==> src/rtl/column_scan_ctrl.sv <==
// Column scan sequencer for a display driven through an external universal
// shift register. It seeds a one-hot pattern, shifts it one column per dwell
// period, re-seeds at each frame wrap and advances a scroll offset every
// few frames.
//
// state | meaning
// IDLE  | waiting for en, shift register untouched
// LOAD  | one-hot seed loaded, start of first frame
// SCAN  | dwelling on a column, shift issued at end of each dwell
// WRAP  | last column dwell ends, seed reloaded, frame counted
// STOP  | shift register cleared, back to IDLE
//
// Every output is a flop. Decisions are taken one cycle ahead from the
// next-cycle counter value, so the shift/load command sits on sel during
// the very cycle whose closing edge must act on the shift register.
module column_scan_ctrl #(
  parameter int N     = 8,
  parameter int DIV_W = 16
) (
  input  logic                 clk,
  input  logic                 CLR_n,
  input  logic                 en,
  input  logic [DIV_W-1:0]     tick_div,
  input  logic                 dir,
  input  logic                 scroll_en,
  input  logic [7:0]           scroll_div,
  output logic [1:0]           sel,
  output logic [N-1:0]         d,
  output logic                 sr_clr,
  output logic [$clog2(N)-1:0] col_idx,
  output logic [7:0]           scroll_ofs,
  output logic                 frame_done,
  output logic                 busy
);

  localparam int CW = $clog2(N);
  localparam logic [CW-1:0] LAST_COL = CW'(N - 1);

  localparam logic [1:0] SEL_HOLD  = 2'd0;
  localparam logic [1:0] SEL_LOAD  = 2'd1;
  localparam logic [1:0] SEL_LEFT  = 2'd2;
  localparam logic [1:0] SEL_RIGHT = 2'd3;

  typedef enum logic [2:0] {IDLE, LOAD, SCAN, WRAP, STOP} state_t;

  state_t           state_q, state_d;
  logic [DIV_W-1:0] cnt_q, cnt_d, cnt_nx;
  logic [7:0]       fcnt_q, fcnt_d;
  logic             dir_q, dir_d;
  logic [1:0]       sel_d;
  logic [N-1:0]     d_d, seed;
  logic             sr_clr_d, fd_d, busy_d;
  logic [CW-1:0]    col_d, col_nx;
  logic [7:0]       ofs_d;
  logic [DIV_W-1:0] dwell_last;
  logic [7:0]       frames_last;

  // Next state and next registered outputs.
  always_comb begin
    state_d  = state_q;
    cnt_d    = cnt_q;
    fcnt_d   = fcnt_q;
    dir_d    = dir_q;
    sel_d    = SEL_HOLD;
    d_d      = d;
    sr_clr_d = 1'b0;
    fd_d     = 1'b0;
    col_d    = col_idx;
    ofs_d    = scroll_ofs;
    cnt_nx   = cnt_q;
    col_nx   = col_idx;

    // A zero divider behaves as one.
    dwell_last  = (tick_div == '0) ? '0 : tick_div - DIV_W'(1);
    frames_last = (scroll_div == 8'd0) ? 8'd0 : scroll_div - 8'd1;
    seed        = dir ? {1'b1, {(N-1){1'b0}}} : {{(N-1){1'b0}}, 1'b1};

    case (state_q)
      IDLE: begin
        if (en) begin
          state_d = LOAD;
          sel_d   = SEL_LOAD;
          d_d     = seed;
          dir_d   = dir;
          col_d   = '0;
          cnt_d   = '0;
        end
      end

      LOAD, SCAN, WRAP: begin
        if (!en) begin
          state_d  = STOP;
          sr_clr_d = 1'b1;
          d_d      = '0;
          col_d    = '0;
          cnt_d    = '0;
          fcnt_d   = 8'd0;
        end else begin
          // A shift cycle (sel non-zero while scanning) ends the dwell;
          // LOAD and WRAP start a fresh frame on column 0.
          if (state_q == SCAN && sel != SEL_HOLD) begin
            cnt_nx = '0;
            col_nx = col_idx + CW'(1);
          end else if (state_q == SCAN) begin
            cnt_nx = cnt_q + DIV_W'(1);
          end else begin
            cnt_nx = '0;
            col_nx = '0;
          end
          cnt_d   = cnt_nx;
          col_d   = col_nx;
          state_d = SCAN;

          if (cnt_nx == dwell_last) begin
            if (col_nx == LAST_COL) begin
              state_d = WRAP;
              sel_d   = SEL_LOAD;
              d_d     = seed;
              dir_d   = dir;
              col_d   = '0;
              fd_d    = 1'b1;
              if (scroll_en) begin
                if (fcnt_q == frames_last) begin
                  ofs_d  = scroll_ofs + 8'd1;
                  fcnt_d = 8'd0;
                end else begin
                  fcnt_d = fcnt_q + 8'd1;
                end
              end
            end else begin
              sel_d = dir_q ? SEL_RIGHT : SEL_LEFT;
            end
          end
        end
      end

      STOP: begin
        state_d = IDLE;
      end

      default: begin
        state_d = IDLE;
      end
    endcase

    busy_d = (state_d != IDLE);
  end

  // State, counters and all output flops.
  always_ff @(posedge clk or negedge CLR_n) begin
    if (!CLR_n) begin
      state_q    <= IDLE;
      cnt_q      <= '0;
      fcnt_q     <= 8'd0;
      dir_q      <= 1'b0;
      sel        <= SEL_HOLD;
      d          <= '0;
      sr_clr     <= 1'b0;
      col_idx    <= '0;
      scroll_ofs <= 8'd0;
      frame_done <= 1'b0;
      busy       <= 1'b0;
    end else begin
      state_q    <= state_d;
      cnt_q      <= cnt_d;
      fcnt_q     <= fcnt_d;
      dir_q      <= dir_d;
      sel        <= sel_d;
      d          <= d_d;
      sr_clr     <= sr_clr_d;
      col_idx    <= col_d;
      scroll_ofs <= ofs_d;
      frame_done <= fd_d;
      busy       <= busy_d;
    end
  end

endmodule
==> config.mk <==
export PLATFORM = sky130hd
export DESIGN_NAME = column_scan_ctrl
export DESIGN_NICKNAME = d
export VERILOG_FILES = /design/src/rtl/column_scan_ctrl.sv
export SDC_FILE = /design/constraint.sdc
export NUM_CORES = 1
export LEC_CHECK = 0
export ABC_AREA = 1
export CAP_MARGIN = 20
export CORE_MARGIN = 2
export CORE_UTILIZATION = 35
export DETAILED_ROUTE_END_ITERATION = 16
export SETUP_SLACK_MARGIN = 0.3
export SYNTH_ARGS = -nofsm -noshare
export SYNTH_HDL_FRONTEND = slang
export SYNTH_SLANG_ARGS = --single-unit
==> constraint.sdc <==
create_clock -name clk -period 2.9 [get_ports clk]
set_input_delay 0.87 -clock clk [delete_from_list [all_inputs] [get_ports clk]]
set_output_delay 0.87 -clock clk [all_outputs]
set_load 0.01 [all_outputs]
run_1/metal_stack.png
Two of the layers only.
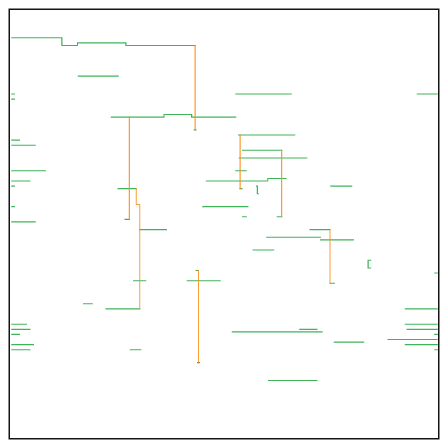
| color | layer | wire length |
|---|---|---|
| green | met3 | 436 um |
| orange | met4 | 153 um |

run_1/met2.png
Bar = 20 um.
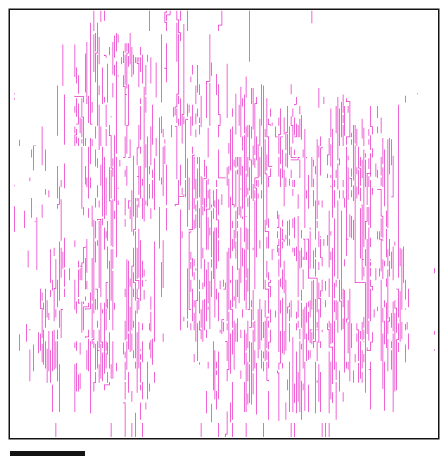
longest straight run: 54.1 um
wire length on this layer: 6700 um
share of all routed wire: 52%

run_1/port_nets.png
Bar = 20 um.
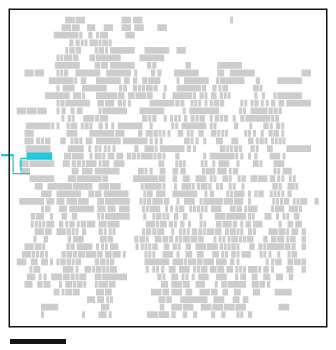
| color | port | bits | direction | edge | end cells | buffers | wire |
|---|---|---|---|---|---|---|---|
| cyan | sr_clr | 1 | output | left | 1 | 1 | 28.8 um |

==> flow_metrics.env, run 1 <==
# source this file to load flow results
export IMPL_outcome="finished clean"
export IMPL_top_layer="met4"
export IMPL_track_usage=0.2007
export IMPL_yosysTopAreaCell="dfrtp_1"
export IMPL_power_density_nw_per_um2=332.7
export IMPL_fp_dieH_um=113.8
export IMPL_coreArea_sq_um=11910
export IMPL_cts_inserted_buffers=5
export IMPL_worstMarginPinSlew_ps=621.7
export IMPL_finalHoldViolCount=0
export IMPL_top_cell_area_share=0.2728
export IMPL_totalWireLength_um=12880
export IMPL_grt_use_met1=0.2522
export IMPL_grt_max_degree=47
export IMPL_cts_buffer_depth=2
export IMPL_report_final_slew_viol_count=0
export IMPL_grt_use_met3=0.02657
export IMPL_clock_root_buffer="clkbuf_16"
export IMPL_fin_crit_ps=2653
export IMPL_vias=4793
export IMPL_postSynthAreaPerCell_sq_um=6.206
export IMPL_diodes=0
export IMPL_rows=40
export IMPL_lay_top_count="nand2_1"
export IMPL_stdcell_area_sq_um=6146
export IMPL_drc=0
export IMPL_synth_edff_count=0
export IMPL_total_power_mw=2.045
export IMPL_cp_required_ps=3070
export IMPL_dp_slack_ps=-574.4
export IMPL_antenna_found_initial=0
## run 1: cell type report
type / count / area [sq um] / share of cell area
Inverter: 92 / 351.6 / 0.05721
Tap cell: 147 / 183.9 / 0.02993
Multi-Input combinational cell: 536 / 3176 / 0.5167
Timing Repair Buffer: 134 / 1117 / 0.1818
Clock buffer: 6 / 128.9 / 0.02097
Sequential cell: 46 / 1151 / 0.1873
Clock inverter: 2 / 37.54 / 0.006107
## run 1: where the power goes
part	switching [mW]	internal (mW)
clock	0.249	0.407
combinational	0.384	0.266
sequential	0.0451	0.694
## run 1: cells by family after synthesis
family,synth area share
compound gates,0.07798
xor+xnor,0.02698
fa+ha+maj,0.01779
buf+inv,0.1061
flops,0.2728
other cells,0.0008886
simple gates,0.4975
## run 1: flip-flops by register name, indices dropped and copies added, names as in the netlist
name and flops:
busy 1, col_idx 3, sr_clr 1, fcnt_q 8, sel 2, dir_q 1, frame_done 1, state_q 3
cnt_q 16, d 2, scroll_ofs 8
## run 1: worst max-delay path, cell delays in order
cell and delay (ps):
buf_6 90, clkinvlp_4 70, ha_4 140, nand2_4 60, nor2_4 200, nand2_4 120, buf_12 140, buf_12 110
nand2_2 60, nor2_2 40, nand2_1 90, nand3_1 80, nor2_1 100, nand2_1 100, nor2_4 170, nand4_4 180
nand2_1 110, nand2_1 60
## run 1: path summary, 6_finish.rpt
check	endpoint	cells after the start
worst max-delay path	scroll_ofs[5]$_DFFE_PN0P_	18
worst min-delay path	d[0]$_DFFE_PN0P_	2
worst max register to register	scroll_ofs[5]$_DFFE_PN0P_	13
worst min register to register	d[0]$_DFFE_PN0P_	2
max in group asynchronous	dir_q$_DFFE_PN0P_	2
min in group asynchronous	cnt_q[14]$_DFFE_PN0P_	2
run_1/registers.png
Other sequential cells in the stronger gray, the rest of the logic in the fainter gray.
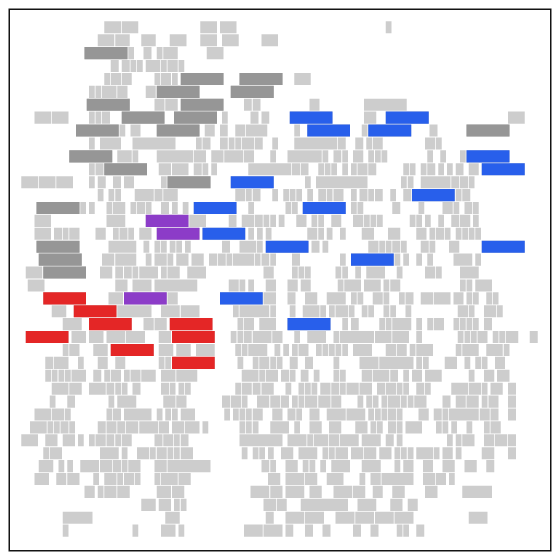

==> run 1 -> run 2 <==
- CAP_MARGIN: 20 -> 25
- SKIP_CTS_REPAIR_TIMING: unset -> 1
run_2/registers.png
Other sequential cells in the stronger gray, the rest of the logic in the fainter gray.
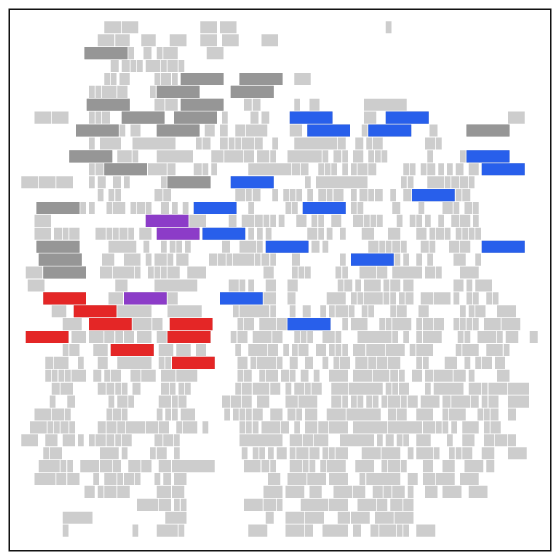
| color | netlist name | sequential cells |
|---|---|---|
| red | fcnt_q | 8 |
| purple | state_q | 3 |
| blue | cnt_q | 16 |
not colored: 19
Seq/total area: 0.1833
Final Util: 0.5273

==> flow_metrics.env, run 2 <==
# source this file to load flow results
export IMPL_n_all_buffers=130
export IMPL_fp_dieH_um=113.8
export IMPL_crit_chain="buf_8 -> buf_6 -> nor2_4 -> nand2_4 -> nor2_4 -> buf_6 -> nand2_4 -> nand2_4 -> inv_2 -> nor2_4 -> nor2_1 -> nor2_1 -> nand3_1 -> nor2_4 -> nand4_4 -> nand2_1 -> nand2_1"
export IMPL_ff_count=46
export IMPL_drc=0
export IMPL_dp_slack_ps=-574.4
export IMPL_internal_power_mw=1.371
export IMPL_comb_cell_share=0.5141
export IMPL_grt_max_degree=47
export IMPL_slowest_stage="nor2_4"
export IMPL_power_frac_comb=0.318
export IMPL_p_sw_mw=0.6771
export IMPL_worstMarginPinSlew_ps=628.1
export IMPL_antenna_found_initial=0
export IMPL_postSynthAreaPerCell_sq_um=6.206
export IMPL_top_register="cnt_q"
export IMPL_cts_buffer_depth=2
export IMPL_lay_top_count="nand2_1"
export IMPL_inv_count=92
export IMPL_slowest_delay_ps=210
export IMPL_total_power_mw=2.048
export IMPL_clock_root_buffer="clkbuf_16"
export IMPL_r2r_end="scroll_ofs[5]$_DFFE_PN0P_"
export IMPL_report_final_slew_viol_count=0
export IMPL_hold_depth=2
export IMPL_switching_share=0.3307
export IMPL_fin_crit_ps=2667
export IMPL_power_density_nw_per_um2=326.0
export IMPL_vias=4890
export IMPL_seq_cell_power_mw=0.734
export IMPL_power_top_group="sequential cells"
export IMPL_top_cell_area_share=0.2728
export IMPL_diodes=0
export IMPL_yosysTopAreaCell="dfrtp_1"
export IMPL_largest_reg_flops=16
export IMPL_buf_share=0.1908
export IMPL_synth_edff_count=0
export IMPL_flop_area_sq_um=1151
export IMPL_clk_share=0.02649
export IMPL_comb_area_sq_um=3229
export IMPL_powerComb_mw=0.650
export IMPL_powerClk_mw=0.663
export IMPL_cts_inserted_buffers=5
export IMPL_pwr_share_seq=0.359
export IMPL_logic_gates=537
export IMPL_cp_required_ps=3080
export IMPL_outcome="finished clean"
export IMPL_reg2reg_depth=12
run_2/final_placement.png
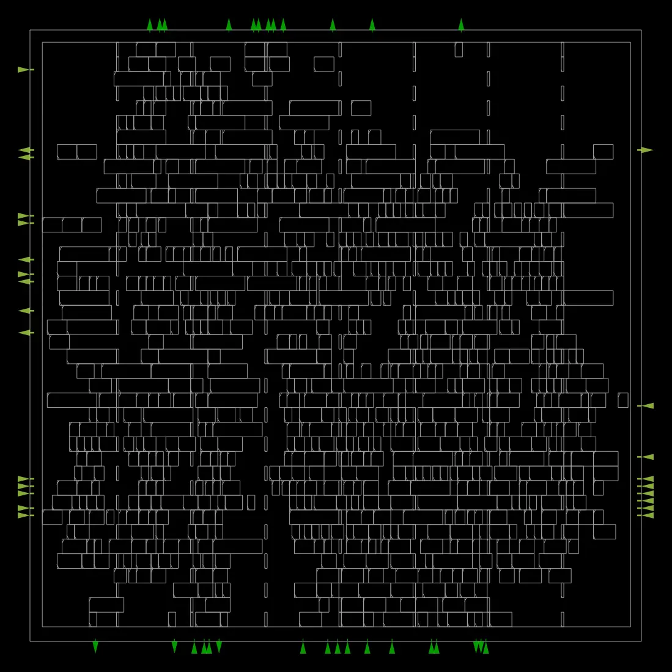
# rows: 40
Core ar.: 11910 sq um

[run 2: cells by family (layout without fill, tap and decap cells)]
group | Yosys count | in the layout | share of synthesized area
simple gates | 456 | 460 | 0.4975
buf+inv | 106 | 230 | 0.1061
compound gates | 52 | 52 | 0.07798
flops | 46 | 46 | 0.2728
xor+xnor | 13 | 13 | 0.02698
fa+ha+maj | 6 | 6 | 0.01779
other cells | 1 | 6 | 0.0008886
[run 2: per-stage QoR]
step	cells	setup TNS (ps)	util	instance area [sq um]
after global routing	960	0	0.5273	6281
after detailed placement	925	-12360	0.4429	5275
after floorplan	685	0	-	4272
final	960	0	0.5273	6281
after CTS	933	-4896	0.4568	5441
after global placement	925	-11640	0.4429	5275
[run 2: layer usage]
metal / up-vias / part of all wire / global-route usage
met5: - / 0 / 0
met4: 0 / 0.016 / 0.04878
met3: 20 / 0.041 / 0.02816
met2: 121 / 0.52 / 0.3265
met1: 2310 / 0.42 / 0.2462
li1: 2439 / - / -
[run 2: how the worst max path moves through the flow]
stage / startpoint / end / slack, ps / cells past startpoint
5_1_grt: tick_div[5] / scroll_ofs[5]$_DFFE_PN0P_ / 110 / 18
3_3_place_gp: tick_div[0] / scroll_ofs[7]$_DFFE_PN0P_ / -510 / 17
6_report: tick_div[4] / scroll_ofs[5]$_DFFE_PN0P_ / 230 / 17
3_5_place_dp: tick_div[0] / scroll_ofs[2]$_DFFE_PN0P_ / -570 / 16
2_1_floorplan: tick_div[0] / fcnt_q[6]$_DFFE_PN0P_ / 270 / 18
4_1_cts: tick_div[0] / scroll_ofs[2]$_DFFE_PN0P_ / -280 / 16
[run 2: critical path: cells and delay by family]
kind / cells / cell delay, ps
and+or+nand+nor: 13 / 1570
buffers and inverters: 4 / 400
==> run 2 -> run 3 <==
- CAP_MARGIN: 25 -> 20
run_3/final_placement.png
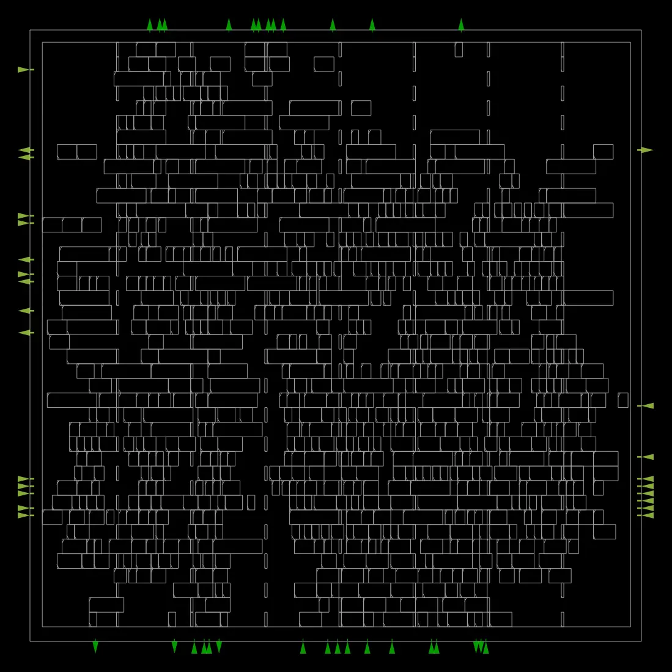
tap cells: 147
Flops: 46

run_3/port_nets.png
Bar = 20 um.
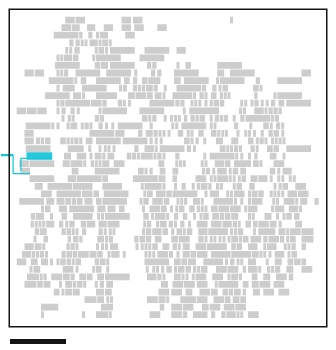
| color | port | bits | direction | edge | end cells | buffers | wire |
|---|---|---|---|---|---|---|---|
| cyan | sr_clr | 1 | output | left | 1 | 1 | 28.8 um |

==> flow_metrics.env, run 3 <==
# source this file to load flow results
export IMPL_outcome="finished clean"
export IMPL_powerComb_mw=0.650
export IMPL_cp_required_ps=3080
export IMPL_grt_use_met1=0.2462
export IMPL_power_density_nw_per_um2=326.0
export IMPL_tns_ps=0
export IMPL_cts_buffer_depth=2
export IMPL_powerClk_mw=0.663
export IMPL_total_power_mw=2.048
export IMPL_hold_depth=2
export IMPL_synth_edff_count=0
export IMPL_vias=4890
export IMPL_stdcell_area_sq_um=6281
export IMPL_r2r_end="scroll_ofs[5]$_DFFE_PN0P_"
export IMPL_report_final_slew_viol_count=0
export IMPL_p_sw_mw=0.6771
export IMPL_crit_chain="buf_8 -> buf_6 -> nor2_4 -> nand2_4 -> nor2_4 -> buf_6 -> nand2_4 -> nand2_4 -> inv_2 -> nor2_4 -> nor2_1 -> nor2_1 -> nand3_1 -> nor2_4 -> nand4_4 -> nand2_1 -> nand2_1"
export IMPL_worstMarginPinSlew_ps=628.1
export IMPL_diodes=0
export IMPL_critical_path_top_delay_family="simple AND/OR/NAND/NOR gates"
export IMPL_dp_slack_ps=-574.4
export IMPL_slowest_stage="nor2_4"
export IMPL_power_top_group="sequential cells"
export IMPL_comb_area_sq_um=3229
export IMPL_power_frac_comb=0.318
export IMPL_seq_cell_power_mw=0.734
export IMPL_switching_share=0.3307
export IMPL_internal_power_mw=1.371
export IMPL_slowest_delay_ps=210
export IMPL_coreArea_sq_um=11910
export IMPL_lay_top_count="nand2_1"
export IMPL_drc=0
export IMPL_grt_max_degree=47
export IMPL_top_cell_area_share=0.2728
export IMPL_reg2reg_depth=12
export IMPL_rows=40
## run 3: cell counts after synthesis
No cell type changed its count.
## run 3: cell families (layout without fill, tap and decap cells)
logic type | Yosys count | count (layout) | synth area share
AND/OR/NAND/NOR | 456 | 460 | 0.4975
buffers and inverters | 106 | 230 | 0.1061
XOR/XNOR | 13 | 13 | 0.02698
other | 1 | 6 | 0.0008886
AND-OR/OR-AND | 52 | 52 | 0.07798
flip-flops | 46 | 46 | 0.2728
adder cells (fa/ha/maj) | 6 | 6 | 0.01779
## run 3: how the worst max path moves through the flow
| stage | start | to | slack (ps) | cells after the start |
|---|---|---|---|---|
| final | tick_div[4] | scroll_ofs[5]$_DFFE_PN0P_ | 230 | 17 |
| after global routing | tick_div[5] | scroll_ofs[5]$_DFFE_PN0P_ | 110 | 18 |
| after CTS | tick_div[0] | scroll_ofs[2]$_DFFE_PN0P_ | -280 | 16 |
| after detailed placement | tick_div[0] | scroll_ofs[2]$_DFFE_PN0P_ | -570 | 16 |
| after global placement | tick_div[0] | scroll_ofs[7]$_DFFE_PN0P_ | -510 | 17 |
| after floorplan | tick_div[0] | fcnt_q[6]$_DFFE_PN0P_ | 270 | 18 |
## run 3: routing by layer
metal,share of wire,up-vias
met5,0,-
met4,0.016,0
met3,0.041,20
met2,0.52,121
met1,0.42,2310
li1,-,2439
## run 3: final cells by class
cell class,instances,share of cell area
sequential,46,0.1833
clock buffer,6,0.02052
inverter,92,0.05598
timing repair buffer,130,0.1908
multi-input combinational,537,0.5141
tap,147,0.02928
clock inverter,2,0.005976
Power figures rest on the tool's default switching activity, not on a simulated workload.
